### src/rtl/owr_pkg.sv
// Shared constants and types for the one-wire temperature sequencer:
// owm slot codes, status bit positions, sensor commands, error codes, states.
package owr_pkg;

   localparam logic [7:0] OWM_RST = 8'h0A;
   localparam logic [7:0] OWM_WR0 = 8'h08;
   localparam logic [7:0] OWM_WR1 = 8'h09;   // also used as the read slot

   localparam int OWM_CYC = 3;
   localparam int OWM_DAT = 0;

   localparam logic [7:0] CMD_SKIP_ROM  = 8'hCC;
   localparam logic [7:0] CMD_CONVERT_T = 8'h44;
   localparam logic [7:0] CMD_READ_SP   = 8'hBE;

   localparam logic [1:0] ERR_OK      = 2'd0;
   localparam logic [1:0] ERR_NOPRES  = 2'd1;
   localparam logic [1:0] ERR_TIMEOUT = 2'd2;
   localparam logic [1:0] ERR_CRC     = 2'd3;

   typedef enum logic [3:0] {
      ST_IDLE,
      ST_RST1,
      ST_SKIP1,
      ST_CONV,
      ST_POLL,
      ST_RST2,
      ST_SKIP2,
      ST_READ,
      ST_RDB,
      ST_CHECK,
      ST_FIN
   } state_t;

   typedef enum logic {
      PH_ISSUE,
      PH_WAIT
   } slot_ph_t;

   function automatic logic [7:0] wr_code(input logic b);
      return b ? OWM_WR1 : OWM_WR0;
   endfunction

endpackage

### src/rtl/owr_crc8.sv
// Bit-serial Dallas/Maxim CRC-8 (x^8+x^5+x^4+1, reflected, init 0x00).
module owr_crc8 (
   input  logic       clk,
   input  logic       rst,
   input  logic       clr,
   input  logic       en,
   input  logic       bit_in,
   output logic [7:0] crc
);

   localparam logic [7:0] POLY_REFL = 8'h8C;

   logic [7:0] r_crc;
   logic [7:0] w_shift;
   logic [7:0] w_crc_next;
   logic       w_fb;

   assign w_fb    = r_crc[0] ^ bit_in;
   assign w_shift = {1'b0, r_crc[7:1]};

   generate
      for (genvar gi = 0; gi < 8; gi++) begin : g_tap
         assign w_crc_next[gi] = w_shift[gi] ^ (POLY_REFL[gi] & w_fb);
      end
   endgenerate

   always_ff @(posedge clk) begin
      if (rst || clr) begin
         r_crc <= 8'h00;
      end else if (en) begin
         r_crc <= w_crc_next;
      end
   end

   assign crc = r_crc;

endmodule

### src/rtl/owr_temp_seq.sv
// DS18B20 temperature read sequencer driving a sockit_owm master over its
// CPU bus: reset/presence, Convert T, poll, Read Scratchpad, CRC check.
module owr_temp_seq
   import owr_pkg::*;
#(
   parameter int BWD      = 32,
   parameter int POLL_MAX = 16383,
   parameter int GUARD    = 2
) (
   input  logic           clk,
   input  logic           rst,
   input  logic           start,
   output logic           busy,
   output logic           done,
   output logic [15:0]    temp,
   output logic           temp_valid,
   output logic [1:0]     err,
   output logic           bus_ren,
   output logic           bus_wen,
   output logic           bus_adr,
   output logic [BWD-1:0] bus_wdt,
   input  logic [BWD-1:0] bus_rdt
);

   localparam int PW = (POLL_MAX < 1) ? 1 : $clog2(POLL_MAX + 1);
   localparam int GW = (GUARD < 1) ? 1 : $clog2(GUARD + 1);
   localparam logic [PW-1:0] POLL_LIM  = PW'(POLL_MAX);
   localparam logic [GW-1:0] GUARD_LIM = GW'(GUARD);

   state_t        r_state,      w_state_next;
   slot_ph_t      r_ph,         w_ph_next;
   logic [GW-1:0] r_guard,      w_guard_next;
   logic [2:0]    r_bit_cnt,    w_bit_cnt_next;
   logic [3:0]    r_byte_cnt,   w_byte_cnt_next;
   logic [PW-1:0] r_poll_cnt,   w_poll_cnt_next;
   logic [7:0]    r_shift,      w_shift_next;
   logic [7:0]    r_b0,         w_b0_next;
   logic [7:0]    r_b1,         w_b1_next;
   logic [15:0]   r_temp,       w_temp_next;
   logic          r_temp_valid, w_temp_valid_next;
   logic [1:0]    r_err,        w_err_next;

   logic       w_in_slot;
   logic       w_slot_done;
   logic       w_res;
   logic [7:0] w_cmd;
   logic [7:0] w_code;
   logic [7:0] w_byte_in;
   logic       w_crc_clr;
   logic       w_crc_en;
   logic [7:0] w_crc;
   logic       w_unused_rdt;

   assign w_unused_rdt = ^{bus_rdt[BWD-1:OWM_CYC+1], bus_rdt[OWM_CYC-1:OWM_DAT+1]};

   owr_crc8 u_crc (
      .clk    (clk),
      .rst    (rst),
      .clr    (w_crc_clr),
      .en     (w_crc_en),
      .bit_in (w_res),
      .crc    (w_crc)
   );

   assign w_in_slot   = (r_state != ST_IDLE) && (r_state != ST_CHECK) && (r_state != ST_FIN);
   assign w_res       = bus_rdt[OWM_DAT];
   // The owm busy flag lags our write, so it is only trusted after the guard.
   assign w_slot_done = w_in_slot && (r_ph == PH_WAIT) && (r_guard == GUARD_LIM)
                        && !bus_rdt[OWM_CYC];
   assign w_byte_in   = {w_res, r_shift[7:1]};

   always_comb begin
      w_cmd = 8'h00;
      case (r_state)
         ST_SKIP1, ST_SKIP2: w_cmd = CMD_SKIP_ROM;
         ST_CONV:            w_cmd = CMD_CONVERT_T;
         ST_READ:            w_cmd = CMD_READ_SP;
         default:            w_cmd = 8'h00;
      endcase
   end

   always_comb begin
      w_code = OWM_WR1;
      case (r_state)
         ST_RST1, ST_RST2:                     w_code = OWM_RST;
         ST_SKIP1, ST_CONV, ST_SKIP2, ST_READ: w_code = wr_code(w_cmd[r_bit_cnt]);
         default:                              w_code = OWM_WR1;
      endcase
   end

   assign bus_wen    = w_in_slot && (r_ph == PH_ISSUE);
   assign bus_ren    = w_in_slot && (r_ph == PH_WAIT);
   assign bus_adr    = 1'b0;
   assign bus_wdt    = bus_wen ? BWD'(w_code) : '0;
   assign busy       = (r_state != ST_IDLE) && (r_state != ST_FIN);
   assign done       = (r_state == ST_FIN);
   assign temp       = r_temp;
   assign temp_valid = r_temp_valid;
   assign err        = r_err;

   always_comb begin
      w_state_next      = r_state;
      w_ph_next         = r_ph;
      w_guard_next      = r_guard;
      w_bit_cnt_next    = r_bit_cnt;
      w_byte_cnt_next   = r_byte_cnt;
      w_poll_cnt_next   = r_poll_cnt;
      w_shift_next      = r_shift;
      w_b0_next         = r_b0;
      w_b1_next         = r_b1;
      w_temp_next       = r_temp;
      w_temp_valid_next = r_temp_valid;
      w_err_next        = r_err;
      w_crc_clr         = 1'b0;
      w_crc_en          = 1'b0;

      if (w_in_slot) begin
         if (r_ph == PH_ISSUE) begin
            w_ph_next    = PH_WAIT;
            w_guard_next = '0;
         end else if (r_guard != GUARD_LIM) begin
            w_guard_next = r_guard + GW'(1);
         end
         if (w_slot_done) begin
            w_ph_next = PH_ISSUE;
         end
      end

      case (r_state)
         ST_IDLE: begin
            if (start) begin
               w_state_next   = ST_RST1;
               w_err_next     = ERR_OK;
               w_ph_next      = PH_ISSUE;
               w_bit_cnt_next = 3'd0;
               w_crc_clr      = 1'b1;
            end
         end
         ST_RST1, ST_RST2: begin
            if (w_slot_done) begin
               if (w_res) begin
                  w_err_next   = ERR_NOPRES;
                  w_state_next = ST_FIN;
               end else begin
                  w_state_next = (r_state == ST_RST1) ? ST_SKIP1 : ST_SKIP2;
               end
            end
         end
         ST_SKIP1, ST_CONV, ST_SKIP2, ST_READ: begin
            if (w_slot_done) begin
               if (r_bit_cnt == 3'd7) begin
                  w_bit_cnt_next = 3'd0;
                  case (r_state)
                     ST_SKIP1: w_state_next = ST_CONV;
                     ST_CONV: begin
                        w_state_next    = ST_POLL;
                        w_poll_cnt_next = '0;
                     end
                     ST_SKIP2: w_state_next = ST_READ;
                     default: begin
                        w_state_next    = ST_RDB;
                        w_byte_cnt_next = 4'd0;
                     end
                  endcase
               end else begin
                  w_bit_cnt_next = r_bit_cnt + 3'd1;
               end
            end
         end
         ST_POLL: begin
            if (w_slot_done) begin
               if (w_res) begin
                  w_state_next = ST_RST2;
               end else if (r_poll_cnt == POLL_LIM) begin
                  w_err_next   = ERR_TIMEOUT;
                  w_state_next = ST_FIN;
               end else begin
                  w_poll_cnt_next = r_poll_cnt + PW'(1);
               end
            end
         end
         ST_RDB: begin
            if (w_slot_done) begin
               w_crc_en     = 1'b1;
               w_shift_next = w_byte_in;
               if (r_bit_cnt == 3'd7) begin
                  w_bit_cnt_next = 3'd0;
                  if (r_byte_cnt == 4'd0) w_b0_next = w_byte_in;
                  if (r_byte_cnt == 4'd1) w_b1_next = w_byte_in;
                  if (r_byte_cnt == 4'd8) begin
                     w_state_next = ST_CHECK;
                  end else begin
                     w_byte_cnt_next = r_byte_cnt + 4'd1;
                  end
               end else begin
                  w_bit_cnt_next = r_bit_cnt + 3'd1;
               end
            end
         end
         ST_CHECK: begin
            // CRC over all nine bytes including the CRC byte leaves zero.
            if (w_crc == 8'h00) begin
               w_temp_next       = {r_b1, r_b0};
               w_temp_valid_next = 1'b1;
            end else begin
               w_err_next = ERR_CRC;
            end
            w_state_next = ST_FIN;
         end
         ST_FIN:  w_state_next = ST_IDLE;
         default: w_state_next = ST_IDLE;
      endcase
   end

   always_ff @(posedge clk) begin
      if (rst) begin
         r_state      <= ST_IDLE;
         r_ph         <= PH_ISSUE;
         r_guard      <= '0;
         r_bit_cnt    <= 3'd0;
         r_byte_cnt   <= 4'd0;
         r_poll_cnt   <= '0;
         r_shift      <= 8'h00;
         r_b0         <= 8'h00;
         r_b1         <= 8'h00;
         r_temp       <= 16'h0000;
         r_temp_valid <= 1'b0;
         r_err        <= ERR_OK;
      end else begin
         r_state      <= w_state_next;
         r_ph         <= w_ph_next;
         r_guard      <= w_guard_next;
         r_bit_cnt    <= w_bit_cnt_next;
         r_byte_cnt   <= w_byte_cnt_next;
         r_poll_cnt   <= w_poll_cnt_next;
         r_shift      <= w_shift_next;
         r_b0         <= w_b0_next;
         r_b1         <= w_b1_next;
         r_temp       <= w_temp_next;
         r_temp_valid <= w_temp_valid_next;
         r_err        <= w_err_next;
      end
   end

endmodule

### config.mk
export PLATFORM = sky130hd
export DESIGN_NAME = owr_temp_seq
export DESIGN_NICKNAME = d
export VERILOG_FILES = /design/src/rtl/owr_pkg.sv /design/src/rtl/owr_crc8.sv /design/src/rtl/owr_temp_seq.sv
export SDC_FILE = /design/constraint.sdc
export NUM_CORES = 1
export LEC_CHECK = 0
export ABC_CLOCK_PERIOD_IN_PS = 6300
export CAP_MARGIN = 10
export CORE_ASPECT_RATIO = 0.75
export CORE_UTILIZATION = 54
export DETAILED_ROUTE_END_ITERATION = 6
export PLACE_DENSITY = 0.83
export SYNTH_ARGS = -nofsm -noshare
export SYNTH_HDL_FRONTEND = slang
export SYNTH_SLANG_ARGS = --single-unit
### constraint.sdc
create_clock -name clk -period 6.3 [get_ports clk]
set_clock_uncertainty 0.15 [all_clocks]
set_input_delay 1.89 -clock clk [delete_from_list [all_inputs] [get_ports clk]]
set_output_delay 1.89 -clock clk [all_outputs]
set_load 0.005 [all_outputs]
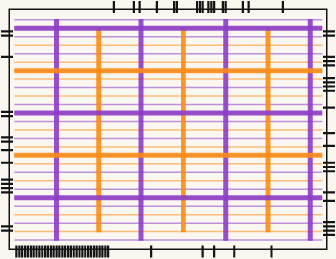
(run_1/pdn.png)
Pins as bars on the die edge.
orange -> VDD
purple -> VSS
met5 straps = 5
met4 straps = 7
signal pins = 91
met1 rails = 27
rows = 26
largest vdd supply drop: 0.000203 V
Core Area: 6990 µm²

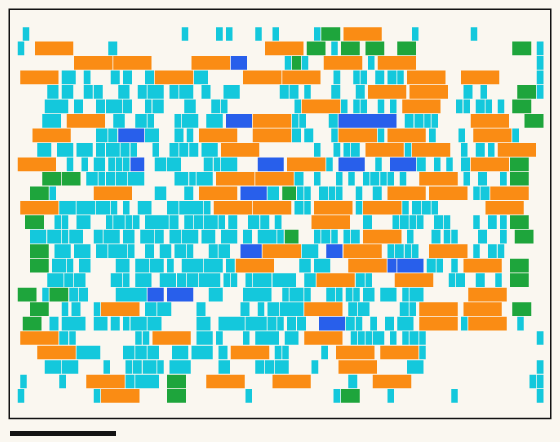
(run_1/cell_classes.png)
The bar under the picture is 20 µm long.
blue -> clock drivers and dummy loads  # cells 16, share of their area 4.8%
green -> other buffers and delay cells  # cells 32, share of their area 7.3%
orange -> flip-flops  # cells 78, share of their area 37%
cyan -> all other logic  # cells 402, share of their area 51%
Final Util: 62.6%
number of placement rows: 26
sequential share of cell area: 35.6%

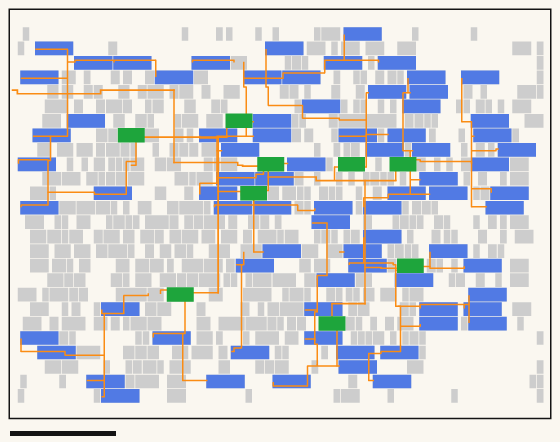
(run_1/clock_map.png)
The bar under the picture is 20 µm long.
orange -> clock wires  # length 867 µm
green -> cells driving clock nets  # count 9
blue -> flip-flops  # count 78
routed clock nets = 10
flops lie = widely spread
clock network power share: 31.6%
Worst-Skew Late Latency: 0.35 ns

==> design notes, run 1 <==
The register cell area after layout was 1560 µm²; the setup slack after layout was 1.63 ns. The final power report lists total power as 1.22 mW. The netlist uses 68 different library cells. The met2 usage is 37.0%.

At the worst endpoint, the required time is 4.26 ns. The flow ran to the end, and the final reports show no timing, DRC or antenna violations. In the final layout, the fill cell count is 655.

The most common logic cell in the routed design is sky130_fd_sc_hd__nand2_1. Routing resource usage on met1 recorded by global route was 31.5%. Clock network power for this build is 0.384 mW. In the final report, the number of endpoints failing setup comes to 0.

The via count of the first global-routing pass was 3170. Recorded from the global router log, the overflow total was 0. The run gives 4.65% for the share of final layout cell area taken by clock buffers and inverters. The power report attributes to the combinational group a share of 23.6%. The detailed router put a total of 3.96 mm of wire on met1.

Before placement the cells fill 57.3% of the core. The remaining antenna violation count is 0, and the switching power of the nets is 0.385 mW. The tools report the internal power as 0.830 mW. The transition time recorded at the tightest slew-check pin is 0.893 ns. The clock period could shrink to 4.67 ns. The run gives 48.7% for the combinational share of cell area.

The critical register-to-register path startpoint was r_state[3]. Per STA, the worst path is made up of nand2b_1 -> or3_1 -> a21boi_0 -> o31a_1 -> clkdlybuf4s50_1. The number of non-clock inverters in the layout is 13, and the count of library flops with an enable pin is 0.

The run gives 5 for the logic depth of the worst path, buffers included. After synthesis, the design contains 512 cells according to Yosys. The detailed router reported a total wirelength of 8.39 mm.

With the final non-filler cell area at 4380 µm², the sequential power share is 44.8%. Each instance of the synthesized netlist takes up on average 7.82 µm². The synthesized netlist occupies a cell area of 4010 µm².

With the placed instance area at 4180 µm², the total via count after detailed routing is 3538. Ranking logic cells in the layout by count gives the top entries sky130_fd_sc_hd__nand2_1, sky130_fd_sc_hd__dfxtp_1, sky130_fd_sc_hd__a21oi_1, sky130_fd_sc_hd__conb_1, sky130_fd_sc_hd__clkdlybuf4s50_1. The tools report the final-report hold violation count as 0.

The area reported by Yosys stat is 4010 µm². The clock sink count was 78; the total length of routed met3 wires was 451 µm. In the detailed route, the total length drawn on met2 is 3.92 mm. The H-tree was split into 3 levels. Looking at hold timing, the worst path starts from temp[11]. Critical path class: reg2out. The largest cell class by area is multi-input combinational cells.

For the number of instances in the placed design, the log shows 610. The run gives 0 for the number of inserted diodes. Yosys attributes the largest share of cell area to sky130_fd_sc_hd__dfxtp_1, sky130_fd_sc_hd__nand2_1, sky130_fd_sc_hd__a21oi_1. For the final number of max-transition violations, the log shows 0.

The synthesis report names the predominant flop master as sky130_fd_sc_hd__dfxtp_1. Critical path's top delay family: flip-flops. In this run, synthesis produced a sequential element count of 78.

After clock tree synthesis, the setup repair step added 0 buffers. For the combinational power, the log shows 0.287 mW. The run gives 0 for the number of resized instances in the post-cts repair step. First-pass GRT wire length: 14.6 mm. The and-or/or-and share of the synthesized area was 20.6%. Area share of the largest cell type after synthesis: 39.0%. The share of synthesized registers carrying an async set or reset is 0%. As logged by OpenROAD, the buffers inserted on ports number 30. For this floorplan the total number of well-tap instances is 98. For the worst setup path, the data arrival time is 2.63 ns. On the critical path, the stage with the largest delay is an instance of sky130_fd_sc_hd__dfxtp_1.

The layout contains a multi-input combinational cell count of 389. The maximum single-stage delay on the critical path was 0.89 ns; the final estimated routing congestion in global placement was 0.842. The tools report the clock buffer count from CTS as 9. In the log, the iteration count for the first detailed-route pass is 5. The area fraction in mux cells was 0.812%; the tally of max-capacitance violations was 0.

After layout, the buffer instance count without clock buffers stands at 32. The prevailing logic family in the synthesized netlist was simple AND/OR/NAND/NOR gates. The number of warnings in the stage logs is 58. The script logs the mean routed wire length per placed instance as 13.4 µm. The run gives 0 as the initial antenna violation count.

Once iteration 0 of detailed routing completed, the report listed 183 DRC markers. The global routing report lists met3 layer usage as 4.86%. The power attributed to sequential cells came out at 0.544 mW. For this run the top cell type by instance count after synthesis was sky130_fd_sc_hd__nand2_1. OpenROAD reports that the post-layout worst path occupies 74.1% of the period. Entering global routing, the biggest net connects 53 pins.

The via count normalized by instance count is 5.65, and the final hold slack is 0.302 ns. The tools report the estimated wirelength of the detail-placed design as 5.88 mm. The vertical die dimension reported for this design is 76.6 µm.

Setup repair after global routing left no endpoint under its margin. The number of flip-flops under the largest register name was 16. The worst setup path endpoint was bus_wdt[0].

With the xor-xnor portion of the synthesized cell area at 1.09%, the layout cell share with drive strength beyond 1 is 6.06%. The run gives 9 as the number of clock buffers in the layout. The uppermost layer routed is met4.

The multi-input combinational cells in the finished layout cover a total of 2130 µm². The worst setup path is launched from a register. Most used routing layer in global routing: met2. The area fraction in full adders, half adders and majority gates is 2.19%. Dominant power group: registers. Worst path buffer plus inverter count: 1.

Total global-route track usage over all layers is 23.0%. Counting cells, the worst reg-to-reg path comes to 5. By count the netlist is led by sky130_fd_sc_hd__nand2_1, sky130_fd_sc_hd__dfxtp_1, sky130_fd_sc_hd__a21oi_1. For this design the top-level I/O count stands at 91.

The tightest min-delay check is of the reg2reg type. The number of buffers added to fix hold violations after cts was 0. Switching power as a fraction of the total was reported as 31.7%. The launch point of the critical path was r_state[0].

TritonCTS built the clock tree. Summed over all failing endpoints, the final setup total negative slack is 0 ns. The share of the Yosys chip area taken by registers is 39.0%. The chip occupies 7770 µm². The growth of design area from synthesis to finish came out at 9.40%.

The type of element capturing the critical path is an output port. STA lists the endpoint of the worst register-to-register path as r_b0[7]. Hold analysis shows the worst path with a depth of 2.

For the final cell count without fillers, the log shows 626. For the number of warnings reported in the yosys synthesis log, the log shows 0. In this build the clock could be raised as far as 214 MHz. The clock passes through at most 2 buffers.

Per the OpenROAD power report, leakage power amounts to 1.43 nW. The ratio of total power to cell area was 277 nW/µm². Looking at the critical path, the highest net fanout was 26. The register-to-register path setup slack came out at 3.36 ns.
==> run_1/final_clocks.png <==
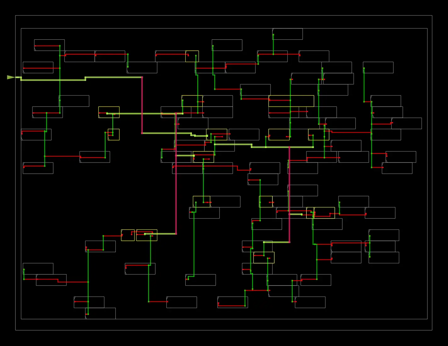

--- run 2 (diff from run 1) ---
--- a/config.mk
+++ b/config.mk
@@ -5,12 +5,12 @@
 export SDC_FILE = /design/constraint.sdc
 export NUM_CORES = 1
 export LEC_CHECK = 0
-export ABC_CLOCK_PERIOD_IN_PS = 6300
+export ABC_CLOCK_PERIOD_IN_PS = 4500
 export CAP_MARGIN = 10
 export CORE_ASPECT_RATIO = 0.75
-export CORE_UTILIZATION = 54
+export CORE_UTILIZATION = 51
 export DETAILED_ROUTE_END_ITERATION = 6
-export PLACE_DENSITY = 0.83
+export PLACE_DENSITY = 0.79
 export SYNTH_ARGS = -nofsm -noshare
 export SYNTH_HDL_FRONTEND = slang
 export SYNTH_SLANG_ARGS = --single-unit
==> constraint.sdc (replaced) <==
create_clock -name clk -period 4.5 [get_ports clk]
set_clock_uncertainty 0.15 [all_clocks]
set_input_delay 1.35 -clock clk [delete_from_list [all_inputs] [get_ports clk]]
set_output_delay 1.35 -clock clk [all_outputs]
set_load 0.005 [all_outputs]
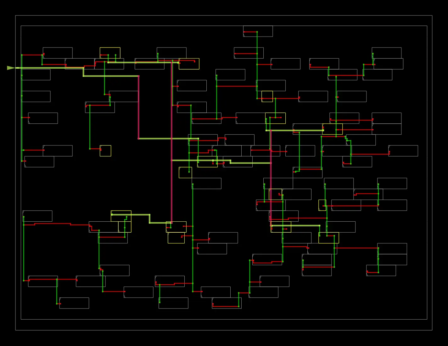
(run_2/final_clocks.png)
clock buffers created by TritonCTS: 9
seq_cells: 78

==> run 2 against run 1 <==
  * Non-clock buffer count rose by 3
  * Synthesized area did not move
  * Sequential share of layout area barely moved
  * Combinational power rose by 52%
  * Hold slack barely moved
  * Routed wire length rose by 1.9%
  * Clock power rose by 28%
  * Die size rose by 5.7%
  * Synthesized cell count did not move
  * Cell area barely moved
  * Critical endpoint is now done
==> design notes, run 2 <==
Signal nets in the final route climb as high as met4. The number of non-clock inverters in the layout was 13 (unchanged). With the number of buffers on the longest clock path at 2 (unchanged), the number of flip-flops under the largest register name is 16 (unchanged). The tools report the initial antenna violation count as 0 (unchanged). The critical register-to-register path startpoint is r_guard[0]. With the combinational share of cell area at 48.7% (about the same), the xor-xnor portion of the synthesized cell area is 1.09% (unchanged).

The critical path is of the reg2out type. At the placement stage, the worst setup path has a slack of 0.665 ns. The share of synthesized cell area in and, or, nand and nor gates is 25.8%, and the via count of the first global-routing pass is 3135 (-1.1%). Total chip power: 1.67 mW (+37%).

The arrival time at the worst endpoint is 2.32 ns (-0.31 ns). The most critical setup path has its startpoint at r_state[1]. Area fraction in full adders, half adders and majority gates: 2.19% (unchanged). The start point of the worst min-delay path was temp[13].

The run gives 33.5% (+1.7 points) for the net switching fraction of the power. The combined global-route utilization of all metal layers was 21.2% (-1.8 points); the remaining antenna violation count was 0 (unchanged). The via count normalized by instance count was 5.63 (-0.31%); the final cell count without fillers was 632 (+0.96%). The combinational cell fraction of total power is 26.1% (+2.5 points). The most repeated cell in the gate-level netlist after synthesis is sky130_fd_sc_hd__nand2_1.

The number of warnings in the stage logs is 58 (unchanged). In this run the critical path is formed by buf_4 -> nor2b_1 -> nor3b_1 -> clkdlybuf4s50_1. The tools report the worst setup path endpoint as done. The dominant synthesized flop cell was sky130_fd_sc_hd__dfxtp_1.

By area, the class that comes first in the final layout consists of multi-input combinational cells. The run gives 0.812% (unchanged) for the area fraction in mux cells. With the area of the multi-input gates at 2130 µm² (unchanged), the number of resized instances in the post-cts repair step is 0 (unchanged).

Die span in y: 78.7 µm (+2.8%). Final hold slack: 0.302 ns (-0.0000410 ns). The total number of placement rows is 27 (+3.8%). The kind of cell with the highest combined delay along the critical path is buffers and inverters. After synthesis, the most frequently instantiated cells are sky130_fd_sc_hd__nand2_1, sky130_fd_sc_hd__dfxtp_1, sky130_fd_sc_hd__a21oi_1. For this design, the slowest cell found on the critical path is sky130_fd_sc_hd__dfxtp_1.

Setup repair after global routing left no endpoint under its margin. The tally of max-capacitance violations was 0 (unchanged); the number of inserted diodes was 0 (unchanged). The largest part of the power goes to registers. The final timing report derives a shortest allowable period of 3.82 ns. The area reported by Yosys stat is 4010 µm² (unchanged), and the number of instances in the placed design is 616 (+0.98%). The run gives 7470 µm² (+6.7%) for the floorplan core area. Startpoint type of the worst setup path: a register. With the placed instance area at 4200 µm² (+0.63%), the layout cell share with drive strength beyond 1 is 6.59% (+0.53 points).

The deepest level of the CTS H-tree is 3 (unchanged). With the sequential power share at 44.6% (-0.2 points), the total leakage power is 1.43 nW (+0.15%). The actual slew at the worst max-slew pin was 0.845 ns (-0.0482 ns). For hold timing, the worst endpoint is temp[13].

The run gives 440 µm (-2.4%) for the total length of routed met3 wires. The per-cell routed wire length works out to 13.5 µm (+0.90%). The number of fill cells in the layout came out at 708 (+8.1%).

For the estimated wirelength of the detail-placed design, the log shows 5.83 mm (-0.79%). The run gives 0.879 (+4.3%) as the final estimated routing congestion in global placement. With the final non-filler cell area at 4390 µm² (about the same), the length in cells of the worst reg-to-reg path is 7 (+2).

The logs give 91 (unchanged) for the number of I/O pins and 68 (unchanged) for the number of different library cells in the post-synthesis netlist. The run gives 8220 µm² (+5.7%) for the area enclosed by the die boundary. The classification of the worst-slack hold path was reg2reg.

With the register cell area after layout at 1560 µm² (unchanged), the number of ordinary and repair buffers in the finished layout is 35 (+9.4%). With the flop share of the area at 35.6% (about the same), the count of endpoints failing setup in the final report is 0 (unchanged). The share of final layout cell area taken by clock buffers and inverters was 4.14% (-0.52 points). With the ratio of total power to cell area at 381 nW/µm² (+37%), the internal power is 1.11 mW (+34%). Number of violations reported at the end of detailed-routing iteration 0: 145 (-21%).

Worst-path maximum fanout: 24 (-7.7%). In the layout the commonest cells are sky130_fd_sc_hd__nand2_1, sky130_fd_sc_hd__dfxtp_1, sky130_fd_sc_hd__a21oi_1, sky130_fd_sc_hd__conb_1, sky130_fd_sc_hd__clkdlybuf4s50_1. For the routed wire length, the log shows 8.55 mm (+1.9%).

The run gives 0.683 ns (-0.950 ns) for the setup slack after layout. The share of synthesized registers carrying an async set or reset is 0% (unchanged). The number of input and output port buffers inserted came out at 30 (unchanged).

The clock sink count came out at 78 (unchanged). With the amount of wire on met2 after detailed routing at 3.88 mm (-0.97%), the worst hold path stage count is 2 (unchanged). By instance count after routing, the leading logic cell type is sky130_fd_sc_hd__nand2_1.

The final cycle utilization of the critical path was 84.8%. The flow ran to the end, and the final reports show no timing, DRC or antenna violations. In this run the tightest slew margin relative to its limit is 43.7%. The tools report the reg-to-reg critical path endpoint as r_byte_cnt[3]. The count of library flops with an enable pin is 0 (unchanged), and the final design utilization is 58.7% (-3.9 points).

The initial standard-cell utilization of the core is 53.6% (-3.6 points), and the number of buffers added to fix hold violations after cts is 0 (unchanged). With the and-or/or-and share of the synthesized area at 20.6% (unchanged), the number of iterations in the first detailed-routing pass is 5 (unchanged). The run gives 1.84 ns (-1.52 ns) as the register-to-register path setup slack. The number of standard cells reported by yosys was 512 (unchanged); the combinational power was 0.435 mW (+52%). Number of warnings reported in the yosys synthesis log: 0 (unchanged). The met3 track utilization from global routing is 5.09% (+0.23 points). The total of flip-flops plus latches after synthesis was 78 (unchanged). The cell area after synthesis came out at 4010 µm² (unchanged). Of the combinational cells, the family taking the most area is simple AND/OR/NAND/NOR gates.

The area share of the largest cell type after synthesis was 39.0% (unchanged). The worst setup path is captured at an output port. The run gives 0 (unchanged) as the remaining global-route overflow.

With the worst IR drop on VDD at 0.000291 V (+43%), the power attributed to sequential cells is 0.745 mW (+37%). The growth of design area from synthesis to finish works out to 9.50% (about the same). The met2 usage was 34.2% (-2.8 points); the maximum single-stage delay on the critical path was 0.53 ns (-0.36 ns).

For reference, the top cells by area after synthesis are sky130_fd_sc_hd__dfxtp_1, sky130_fd_sc_hd__nand2_1, sky130_fd_sc_hd__a21oi_1. Final-report hold violation count: 0 (unchanged). For the first-pass GRT wire length, the log shows 14.3 mm (-1.9%). The floorplan step set the die width to 104 µm. The switching power of the nets was 0.559 mW (+45%). The logic depth of the worst path, buffers included works out to 4 (-1).

The pin count of the biggest net entering global routing is 47 (-11%). The worst path buffer plus inverter count is 2 (+1). For the routed metal-1 wire length, the log shows 4.11 mm (+3.9%). The run gives 101 (+3.1%) as the number of tap instances.

The run gives 39.0% (unchanged) for the sequential-to-total area share from yosys stat. Required time of the critical path: 3.00 ns (-1.26 ns). With the clock latency at the later pin of the worst-skew pair at 0.35 ns (about the same), the number of clock buffers in the layout is 9 (unchanged). TritonCTS built the clock tree.

The run gives 262 MHz as the top achievable clock speed. The global routing usage on met1 was 28.0% (-3.5 points). Global routing put the most usage on met2.

The total via count after detailed routing was 3561 (+0.65%). With the sum of negative setup slack at 0 ns (unchanged), the number of setup buffers added after CTS is 0 (unchanged). The final number of max-transition violations came out at 0 (unchanged). The run gives 389 (unchanged) for the number of logic gates. The synthesized area divided by synthesized cell count is 7.82 µm² (unchanged).
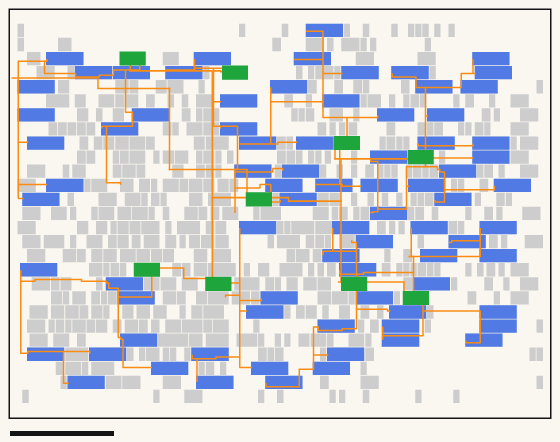
(run_2/clock_map.png)
The bar under the picture is 20 µm long.
orange -> clock wires  # length 931 µm
green -> cells driving clock nets  # count 9
blue -> flip-flops  # count 78
flops lie = widely spread
routed clock nets = 10
clock network power share: 29.3%
power of the clock network: 0.490 mW

==> run_2/cell_classes.png <==
The bar under the picture is 20 µm long.
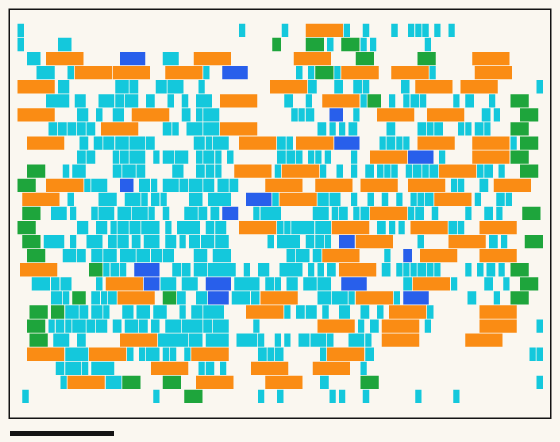

--- run 3 (diff from run 2) ---
--- a/config.mk
+++ b/config.mk
@@ -5,7 +5,7 @@
 export SDC_FILE = /design/constraint.sdc
 export NUM_CORES = 1
 export LEC_CHECK = 0
-export ABC_CLOCK_PERIOD_IN_PS = 4500
+export ABC_CLOCK_PERIOD_IN_PS = 3730
 export CAP_MARGIN = 10
 export CORE_ASPECT_RATIO = 0.75
 export CORE_UTILIZATION = 51
==> constraint.sdc (replaced) <==
create_clock -name clk -period 3.73 [get_ports clk]
set_clock_uncertainty 0.15 [all_clocks]
set_input_delay 1.119 -clock clk [delete_from_list [all_inputs] [get_ports clk]]
set_output_delay 1.119 -clock clk [all_outputs]
set_load 0.005 [all_outputs]
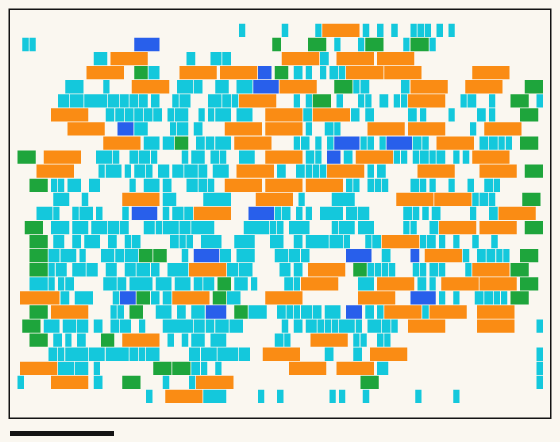
(run_3/cell_classes.png)
The bar under the picture is 20 µm long.
cyan -> all other logic  # cells 402, share of their area 51%
blue -> clock drivers and dummy loads  # cells 16, share of their area 4.2%
orange -> flip-flops  # cells 78, share of their area 36%
green -> other buffers and delay cells  # cells 42, share of their area 8.9%
Core Area: 7470 µm²
sequential share of cell area: 35.2%

==> run 3 against run 2 <==
  * Flip-flop count stayed put
  * Routed wire length is 1.8% higher
  * Cell count is 1.1% higher
  * Sequential power is 21% higher
  * Clock power is about 20% higher
  * Core utilization is 0.72 points higher
  * Register-to-register slack worse by 0.67 ns
  * Die size stayed put
  * Via count is 0.95% lower
  * Global-route usage is 0.15 points higher
  * Largest power group unchanged
  * Cell area is 1.2% higher
==> design notes, run 3 <==
For the placed instance area, the log shows 4260 µm² (+1.2%). The remaining antenna violation count is 0 (unchanged), and the number of inserted diodes is 0 (unchanged). The sequential-to-total area share from yosys stat came out at 39.0% (unchanged). Prevailing logic family in the synthesized netlist: simple AND/OR/NAND/NOR gates.

Global routing usage on met1: 27.6% (-0.34 points). Startpoint type of the worst setup path: a register. The met3 track utilization from global routing is 5.01% (-0.082 points). The critical path starts at r_state[3]. The number of different library cells in the post-synthesis netlist is 68 (unchanged).

In this run the layout overhead on the synthesized area is reported as 10.8%. The internal power came out at 1.34 mW (+21%). The number of logic gates is 389 (unchanged), and the via count normalized by instance count is 5.52 (-2.0%).

The number of flip-flops under the largest register name is 16 (unchanged), and the clock latency at the later pin of the worst-skew pair is 0.35 ns (about the same). The biggest cell category by area in the final layout is multi-input combinational cells. The logs give 0 (unchanged) for the tally of max-capacitance violations and 14.3 mm (unchanged) for the first-pass GRT wire length. Maximum single-stage delay on the critical path: 0.53 ns (about the same). The total of flip-flops plus latches after synthesis was 78 (unchanged); the pin count of the biggest net entering global routing was 45 (-4.3%). Following the worst setup path forward leads to its endpoint at bus_wdt[0]. The area share of the largest cell type after synthesis is 39.0% (unchanged). By instance count after routing, the leading logic cell type is sky130_fd_sc_hd__nand2_1. With the initial antenna violation count at 0 (unchanged), the area reported by Yosys stat is 4010 µm² (unchanged).

The area of the multi-input gates was 2130 µm² (unchanged); the number of violations reported at the end of detailed-routing iteration 0 was 199 (+37%). The total chip power is 2.01 mW (+20%). Sorting the synthesized cells by area gives the leading types as sky130_fd_sc_hd__dfxtp_1, sky130_fd_sc_hd__nand2_1, sky130_fd_sc_hd__a21oi_1. In this run the critical register-to-register path is launched from r_state[1]. The endpoint identified for the worst register-to-register timing path is r_byte_cnt[1]. Most used routing layer in global routing: met2. The switching power of the nets is 0.670 mW (+20%), and the die span in y is 78.7 µm (unchanged). The run gives 2.23 ns (-0.09 ns) as the arrival time at the worst endpoint. The most frequently used library cell after synthesis is sky130_fd_sc_hd__nand2_1. For the register-to-register path setup slack, the log shows 1.17 ns (-0.67 ns). Setup repair after global routing left no endpoint under its margin. The final hold slack was 0.301 ns (-0.000970 ns); the amount of wire on met2 after detailed routing was 3.91 mm (+0.83%).

The met2 usage is 34.7% (+0.46 points). The logs give 3145 (+0.32%) for the via count of the first global-routing pass and 0 (unchanged) for the number of resized instances in the post-cts repair step. Clock buffer count from CTS: 9 (unchanged).

The xor-xnor portion of the synthesized cell area works out to 1.09% (unchanged). The number of non-clock inverters in the layout is 13 (unchanged). With the count of library flops with an enable pin at 0 (unchanged), the combinational cell fraction of total power is 25.9% (-0.2 points). Number of standard cells reported by yosys: 512 (unchanged).

The run gives 0.517 ns (-0.148 ns) as the worst slack at placement. The net switching fraction of the power works out to 33.3% (-0.13 points). TritonCTS built the clock tree. Classification of the worst-slack hold path: reg2reg. The final cell count without fillers is 639 (+1.1%). With the initial standard-cell utilization of the core at 53.6% (unchanged), the number of iterations in the first detailed-routing pass is 4 (-1). The clock distribution power was 0.586 mW (+20%).

The run finished with clean final reports. Logic depth of the worst path, buffers included: 5 (+1). The actual slew at the worst max-slew pin came out at 0.739 ns (-0.106 ns). The critical path's slowest stage uses the library cell sky130_fd_sc_hd__nor4_1. The run gives 0 (unchanged) for the number of buffers added to fix hold violations after cts.

The area fraction in mux cells works out to 0.812% (unchanged). The run gives 0 (unchanged) as the number of warnings reported in the yosys synthesis log. For the top achievable clock speed, the log shows 286 MHz. The register cell area after layout was 1560 µm² (about the same); the worst hold path stage count was 2 (unchanged).

The run gives 2.19% (unchanged) for the area fraction in full adders, half adders and majority gates. With the clock sink count at 78 (unchanged), the worst path buffer plus inverter count is 1 (-1). The most common logic cells in the final layout are sky130_fd_sc_hd__nand2_1, sky130_fd_sc_hd__dfxtp_1, sky130_fd_sc_hd__a21oi_1, sky130_fd_sc_hd__conb_1, sky130_fd_sc_hd__clkdlybuf4s50_1. Relative max-transition margin: 50.7% (+7.1 points). Post-route period utilization is reported as 93.7%. The final-report hold violation count is 0 (unchanged), and the number of warnings in the stage logs is 58 (unchanged). The remaining global-route overflow was 0 (unchanged). The power attributed to sequential cells is 0.904 mW (+21%), and the synthesized area divided by synthesized cell count is 7.82 µm² (unchanged).
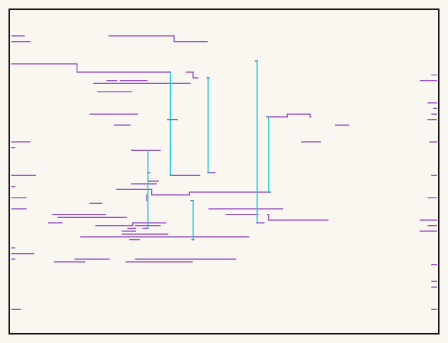
(run_3/metal_stack.png)
Two of the layers only.
purple -> met3  # wire length 497 µm
cyan -> met4  # wire length 135 µm
total via count in the routed design: 3527
total global-route track usage: 21.4%
routed wirelength normalized by instance count: 13.6 µm
aggregate routed wire length: 8.70 mm

Power is estimated from default activity; no workload was simulated.
